## src/rtl/control_pkg.sv

```systemverilog
// Shared encodings for the RV32I main decoder: opcodes, select enums
// and the packed control vector carried from decode into execute.
package control_pkg;

  localparam logic [6:0] OP_R      = 7'b0110011;
  localparam logic [6:0] OP_IMM    = 7'b0010011;
  localparam logic [6:0] OP_LOAD   = 7'b0000011;
  localparam logic [6:0] OP_STORE  = 7'b0100011;
  localparam logic [6:0] OP_BRANCH = 7'b1100011;
  localparam logic [6:0] OP_JAL    = 7'b1101111;
  localparam logic [6:0] OP_JALR   = 7'b1100111;
  localparam logic [6:0] OP_LUI    = 7'b0110111;
  localparam logic [6:0] OP_AUIPC  = 7'b0010111;

  localparam logic [3:0] ALU_ADD   = 4'b0000;
  localparam logic [3:0] ALU_PASSB = 4'b1111;

  typedef enum logic [2:0] {
    IMM_I = 3'b000,
    IMM_S = 3'b001,
    IMM_U = 3'b010,
    IMM_B = 3'b101,
    IMM_J = 3'b110
  } imm_src_e;

  typedef enum logic [4:0] {
    BR_NONE = 5'b00000,
    BR_COND = 5'b01000,
    BR_JUMP = 5'b10000
  } br_op_e;

  typedef enum logic [1:0] {
    WB_ALU = 2'b00,
    WB_MEM = 2'b01,
    WB_PC4 = 2'b10
  } wb_src_e;

  typedef struct packed {
    logic       ru_wr;
    logic [3:0] alu_op;
    logic [2:0] imm_src;
    logic       alu_a_src;
    logic       alu_b_src;
    logic       dm_wr;
    logic [2:0] dm_ctrl;
    logic [4:0] br_op;
    logic [1:0] wb_src;
  } ctrl_t;

  localparam ctrl_t CTRL_NOP = '0;

  // Conditional branches carry their comparison type in the low three bits.
  function automatic logic [4:0] br_cond_op(input logic [2:0] funct3);
    return BR_COND | {2'b00, funct3};
  endfunction

endpackage

```

## src/rtl/control_decoder.sv

```systemverilog
// Purely combinational opcode/funct decode into the full control vector.
module control_decoder
  import control_pkg::*;
(
  input  logic [6:0] opcode,
  input  logic [2:0] Funct3,
  input  logic [6:0] Funct7,
  output ctrl_t      ctrl
);

  // Only Funct7[5] (SUB/SRA select) affects decode.
  logic unused_funct7_s;
  assign unused_funct7_s = ^{Funct7[6], Funct7[4:0]};

  // Per-opcode control decode; anything unrecognised falls back to NOP.
  always_comb begin
    ctrl = CTRL_NOP;
    case (opcode)
      OP_R: begin
        ctrl.ru_wr  = 1'b1;
        ctrl.alu_op = {Funct7[5], Funct3};
      end
      OP_IMM: begin
        ctrl.ru_wr     = 1'b1;
        ctrl.imm_src   = IMM_I;
        ctrl.alu_b_src = 1'b1;
        if (Funct3 == 3'b101) begin
          ctrl.alu_op = {Funct7[5], 3'b101};
        end else begin
          ctrl.alu_op = {1'b0, Funct3};
        end
      end
      OP_LOAD: begin
        ctrl.ru_wr     = 1'b1;
        ctrl.imm_src   = IMM_I;
        ctrl.alu_b_src = 1'b1;
        ctrl.alu_op    = ALU_ADD;
        ctrl.dm_ctrl   = Funct3;
        ctrl.wb_src    = WB_MEM;
      end
      OP_STORE: begin
        ctrl.dm_wr     = 1'b1;
        ctrl.imm_src   = IMM_S;
        ctrl.alu_b_src = 1'b1;
        ctrl.alu_op    = ALU_ADD;
        ctrl.dm_ctrl   = Funct3;
      end
      OP_BRANCH: begin
        ctrl.imm_src   = IMM_B;
        ctrl.alu_a_src = 1'b1;
        ctrl.alu_b_src = 1'b1;
        ctrl.alu_op    = ALU_ADD;
        ctrl.br_op     = br_cond_op(Funct3);
      end
      OP_JAL: begin
        ctrl.ru_wr     = 1'b1;
        ctrl.imm_src   = IMM_J;
        ctrl.alu_a_src = 1'b1;
        ctrl.alu_b_src = 1'b1;
        ctrl.alu_op    = ALU_ADD;
        ctrl.br_op     = BR_JUMP;
        ctrl.wb_src    = WB_PC4;
      end
      OP_JALR: begin
        ctrl.ru_wr     = 1'b1;
        ctrl.imm_src   = IMM_I;
        ctrl.alu_b_src = 1'b1;
        ctrl.alu_op    = ALU_ADD;
        ctrl.br_op     = BR_JUMP;
        ctrl.wb_src    = WB_PC4;
      end
      OP_LUI: begin
        ctrl.ru_wr     = 1'b1;
        ctrl.imm_src   = IMM_U;
        ctrl.alu_b_src = 1'b1;
        ctrl.alu_op    = ALU_PASSB;
      end
      OP_AUIPC: begin
        ctrl.ru_wr     = 1'b1;
        ctrl.imm_src   = IMM_U;
        ctrl.alu_a_src = 1'b1;
        ctrl.alu_b_src = 1'b1;
        ctrl.alu_op    = ALU_ADD;
      end
      default: begin
        ctrl = CTRL_NOP;
      end
    endcase
  end

endmodule

```

## src/rtl/control_unit.sv

```systemverilog
// RV32I main decoder with registered outputs aligned to the decode/execute
// pipeline register; reset forces the NOP vector asynchronously.
module control_unit
  import control_pkg::*;
(
  input  logic       clk,
  input  logic       rst_n,
  input  logic [6:0] opcode,
  input  logic [2:0] Funct3,
  input  logic [6:0] Funct7,
  output logic       RUWr,
  output logic [3:0] ALUOp,
  output logic [2:0] ImmSrc,
  output logic       ALUASrc,
  output logic       ALUBSrc,
  output logic       DMWr,
  output logic [2:0] DMCtrl,
  output logic [4:0] BrOp,
  output logic [1:0] RUDataWrSrc
);

  ctrl_t ctrl_s;
  ctrl_t ctrl_r;

  control_decoder u_decoder (
    .opcode (opcode),
    .Funct3 (Funct3),
    .Funct7 (Funct7),
    .ctrl   (ctrl_s)
  );

  // Output register; reset drops any in-flight decode to NOP.
  always_ff @(posedge clk or negedge rst_n) begin
    if (!rst_n) begin
      ctrl_r <= CTRL_NOP;
    end else begin
      ctrl_r <= ctrl_s;
    end
  end

  assign RUWr        = ctrl_r.ru_wr;
  assign ALUOp       = ctrl_r.alu_op;
  assign ImmSrc      = ctrl_r.imm_src;
  assign ALUASrc     = ctrl_r.alu_a_src;
  assign ALUBSrc     = ctrl_r.alu_b_src;
  assign DMWr        = ctrl_r.dm_wr;
  assign DMCtrl      = ctrl_r.dm_ctrl;
  assign BrOp        = ctrl_r.br_op;
  assign RUDataWrSrc = ctrl_r.wb_src;

endmodule

```

## config.mk

```make
export PLATFORM = sky130hd
export DESIGN_NAME = control_unit
export DESIGN_NICKNAME = d
export VERILOG_FILES = /design/src/rtl/control_pkg.sv /design/src/rtl/control_decoder.sv /design/src/rtl/control_unit.sv
export SDC_FILE = /design/constraint.sdc
export NUM_CORES = 1
export LEC_CHECK = 0
export CORE_AREA = 5 5 57 59
export CTS_CLUSTER_SIZE = 24
export DETAILED_ROUTE_END_ITERATION = 16
export DIE_AREA = 0 0 62 64
export GPL_TIMING_DRIVEN = 0
export PLACE_DENSITY = 0.83
export SETUP_SLACK_MARGIN = 0.02
export SLEW_MARGIN = 15
export SYNTH_ARGS = -nofsm -noshare
export SYNTH_HDL_FRONTEND = slang
export SYNTH_HIERARCHICAL = 1
export SYNTH_SLANG_ARGS = --single-unit
```

## constraint.sdc

```tcl
create_clock -name clk -period 0.8 [get_ports clk]
set_clock_uncertainty 0.2 [all_clocks]
set_input_delay 0.24 -clock clk [delete_from_list [all_inputs] [get_ports clk]]
set_output_delay 0.24 -clock clk [all_outputs]
set_load 0.01 [all_outputs]
```

==> run_results.csv, run 1 <==
group,metric,value,unit
floorplan,initial_core_util,35.1,%
power,ir_drop,1.02,mV
logic_synthesis,common_cells,"dfrtp_1 (21), nor2_1 (6), nor4_2 (5), o21ai_0 (5)",
worst_setup_path,cp-startpoint,"ALUOp[3]$_DFF_PN0_",
power,p_total,2.03,mW
worst_setup_path,crit_end,"ALUOp[3]",
cts,path_clk_slew,120,ps
routing,drc,0,
logic_synthesis,ys_chip_area,933,sq um
worst_setup_path,critPathArrivalTime,840,ps
logic_synthesis,ys_top_logic_family,"simple AND/OR/NAND/NOR gates",
run_status,violations,"hold timing, setup timing",
cts,numClockSinks,21,
timing,final-setup-viol-count,42,
cts,postCtsSetupBuffers,14,
power,switchingPower,0.536,mW
worst_setup_path,cpPeakStageDelay,400,ps
worst_setup_path,worstPathRequired,360,ps
timing,worst_pin_slew,501,ps
logic_synthesis,synth.cellmix.simpleShare,27.1,%
routing,viasPerCell,4.94,
job,cap_violations,0,
worst_setup_path,path_max_fanout,1,
timing,period_used_share,159,%
logic_synthesis,post-synth-top-count-cell,"dfrtp_1",
logic_synthesis,edf_count,0,
worst_setup_path,worst-path-stages,1,
hold_path,worstHoldPathType,"input port to async pin",
power,seq-power,1.07,mW
routing,dr.max_layer_used,"met4",
routing,antenna_left,0,
cells_and_area,area_share_nonclk_buffers,33.4,%
floorplan,core,2660,sq um
place,gp_congestion,0.893,
cts,cts.repair.resized,145,
logic_synthesis,ys.flop_type,"dfrtp_1",
cells_and_area,largest_reg_flops,5,
cells_and_area,seq_cell_count,21,
routing,drt_iter0_drc,16,
timing,hold_ws,-224,ps
cells_and_area,buffers_excl_clock,58,
timing,hold_viol_final,23,
routing,met3_wirelength,148,um
place,dp_hpwl,1480,um
worst_setup_path,worst_path_max_delay_cell,"dfrtp_1",
power,clkPwrFrac,25.2,%
run_status,status,"finished with violations",
power,switching_share,26.4,%
timing,setup_tns,-14250,ps
global_routing,antenna_found_initial,0,
floorplan,die_h,64,um
logic_synthesis,top_area_share,56.3,%
place,dpl_cell_area,1300,sq um
cells_and_area,final_cell_mix,"dfrtp_1 (21), buf_2 (19), buf_4 (13)",
cells_and_area,final_cells,163,
place,place_ws,-1060,ps
cts,clk_path_buf_depth,2,
floorplan,die_x,62,um
cells_and_area,layout_top_cell,"dfrtp_1",
power,cellPowerDensity,1250,nW/um^2
logic_synthesis,synthArstFlopShare,100,%
timing,fin_ws,-475,ps
place,port_buffers,30,
logic_synthesis,ys_warn_count,6,
logic_synthesis,adder_share,0,%
cells_and_area,largestClassByArea,"buffers",
worst_setup_path,crit_buf_inv,1,
timing,min_period,1280,ps
logic_synthesis,ys_sh_mux,1.61,%
timing,rsz0062_at_grt,"yes",
place,dp_cells,137,
cells_and_area,regArea,526,sq um
floorplan,row_count,19,
power,comb_power_share,21.9,%
global_routing,grt_max_degree,22,
routing,drtPass1Iterations,4,
logic_synthesis,synth-seq-cells,21,
cells_and_area,inverters,4,
job,warnings,37,
timing,max_freq,784,MHz
cells_and_area,areaGrowthSynthToFinish,74.8,%
global_routing,first_global_vias,854,
cts,htreeDepth,1,
routing,routed_wl,2780,um
### Close-up of the layout, run 1

Window x 34 to 59, y 4 to 29 um. Cells in grey, sequential cells in the stronger grey; small squares are vias.
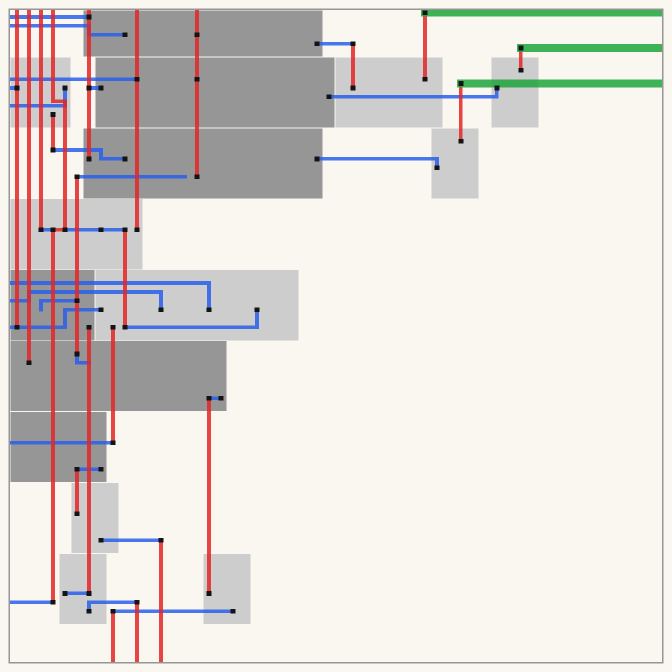
- green: met3
- red: met2
- blue: met1
- most frequent: buf_2 (5), dfrtp_1 (4)
- netlist names of flops here include: ALUOp (3), DMCtrl (1)
- sequential cells in the window: 4
- cells with their middle in the window: 13

### Metal layers overlaid, run 1

Only two layers are drawn.
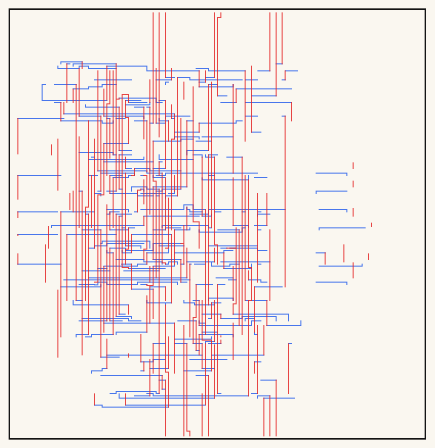
- blue: met1 (wire length 1,040 um)
- red: met2 (wire length 1,540 um)

### Track usage over the die, run 1

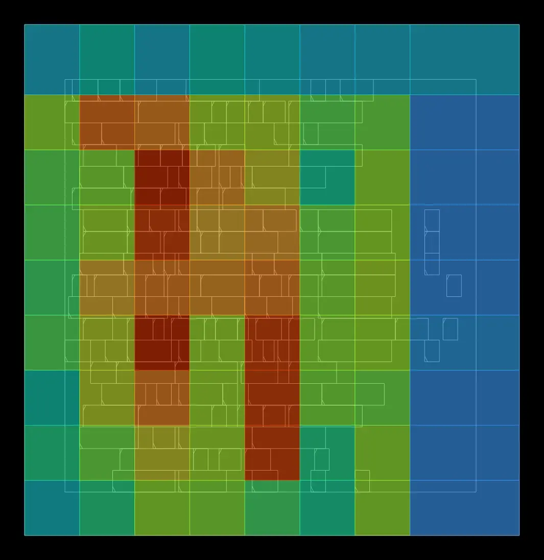
met2 track demand over resource: 22.7%
grt met3 use: 3.42%
met1 GRT Util: 15.0%
GRT busiest layer: met2

==> run 1 -> run 2 <==
Settings changed: SETUP_SLACK_MARGIN 0.02 to default.
### Close-up of the layout, run 2

Window x 34 to 59, y 4 to 29 um. Cells in grey, sequential cells in the stronger grey; small squares are vias.
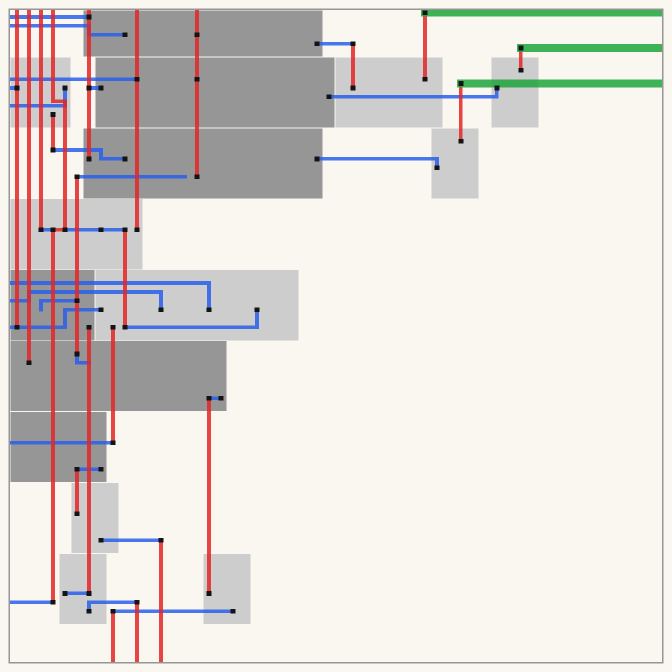
- green: met3
- blue: met1
- red: met2
- cells with their middle in the window: 13
- most frequent: buf_2 (5), dfrtp_1 (4)
- sequential cells in the window: 4
- netlist names of flops here include: ALUOp (3), DMCtrl (1)

### Track usage over the die, run 2

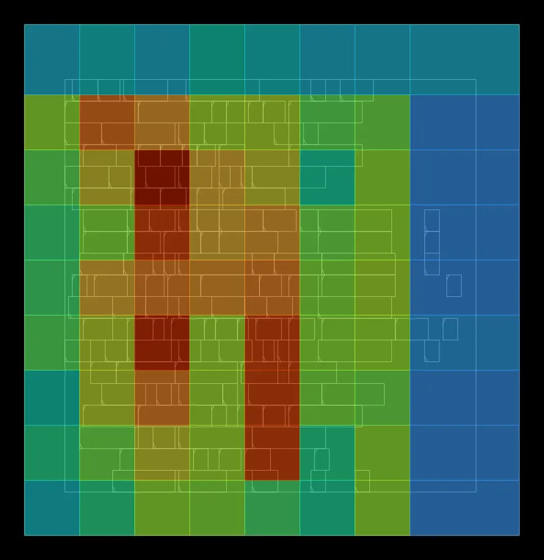
WL per Instance: 17.1 um
final core occ: 61.6%
GR Util All Layers: 13.1%

==> run_results.csv, run 2 <==
group,metric,value,unit
timing,max_freq,784,MHz
global_routing,first_global_vias,854,
power,p_total,2.04,mW
routing,drc,0,
power,comb_power_share,22.0,%
timing,hold_viol_final,23,
power,switching_share,26.4,%
cells_and_area,regArea,526,sq um
floorplan,row_count,19,
cells_and_area,layout_top_cell,"dfrtp_1",
cells_and_area,areaGrowthSynthToFinish,75.6,%
cells_and_area,final_cell_mix,"dfrtp_1 (21), buf_2 (19), buf_4 (14)",
routing,antenna_left,0,
global_routing,antenna_found_initial,0,
worst_setup_path,worst-path-stages,1,
worst_setup_path,crit_buf_inv,1,
floorplan,die_x,62,um
worst_setup_path,critPathArrivalTime,840,ps
cts,numClockSinks,21,
worst_setup_path,path_max_fanout,1,
cells_and_area,sh_comb_area,29.1,%
worst_setup_path,crit_end,"ALUOp[3]",
timing,setup_tns,-14140,ps
global_routing,grt_use_met2,22.7,%
power,switchingPower,0.539,mW
power,ir_drop,1.04,mV
cts,postCtsSetupBuffers,14,
worst_setup_path,cp-startpoint,"ALUOp[3]$_DFF_PN0_",
floorplan,die_h,64,um
job,cap_violations,0,
logic_synthesis,edf_count,0,
hold_path,worstHoldPathType,"input port to async pin",
timing,rsz0062_at_grt,"yes",
timing,final-setup-viol-count,41,
power,clkPwrFrac,25.2,%
cts,path_clk_slew,120,ps
place,dp_hpwl,1480,um
timing,min_period,1280,ps
run_status,status,"finished with violations",
floorplan,core,2660,sq um
global_routing,grt_use_met1,15.0,%
logic_synthesis,synth-seq-cells,21,
routing,drtPass1Iterations,4,
cells_and_area,inverters,4,
logic_synthesis,ys_chip_area,933,sq um
timing,hold_ws,-225,ps
timing,fin_ws,-476,ps
routing,routed_wl,2810,um
cells_and_area,largestClassByArea,"buffers",
worst_setup_path,worstPathRequired,360,ps
global_routing,top_usage_layer,"met2",
logic_synthesis,synth.cellmix.simpleShare,27.1,%
cells_and_area,area_share_nonclk_buffers,33.7,%
global_routing,met3_usage,3.42,%
cells_and_area,seq_cell_count,21,
floorplan,initial_core_util,35.1,%
cells_and_area,buffers_excl_clock,59,
global_routing,grt_max_degree,22,
logic_synthesis,common_cells,"dfrtp_1 (21), nor2_1 (6), nor4_2 (5), o21ai_0 (5)",
logic_synthesis,top_area_share,56.3,%
place,place_ws,-1060,ps
power,seq-power,1.07,mW
worst_setup_path,worst_path_max_delay_cell,"dfrtp_1",
logic_synthesis,synthArstFlopShare,100,%
power,cellPowerDensity,1240,nW/um^2
cells_and_area,largest_reg_flops,5,
place,dp_cells,137,
routing,met3_wirelength,155,um
worst_setup_path,cpPeakStageDelay,400,ps
run_status,violations,"hold timing, setup timing",
routing,viasPerCell,4.95,
global_routing,grt_pass1_wl,3880,um
Power is estimated from default activity; no workload was simulated.
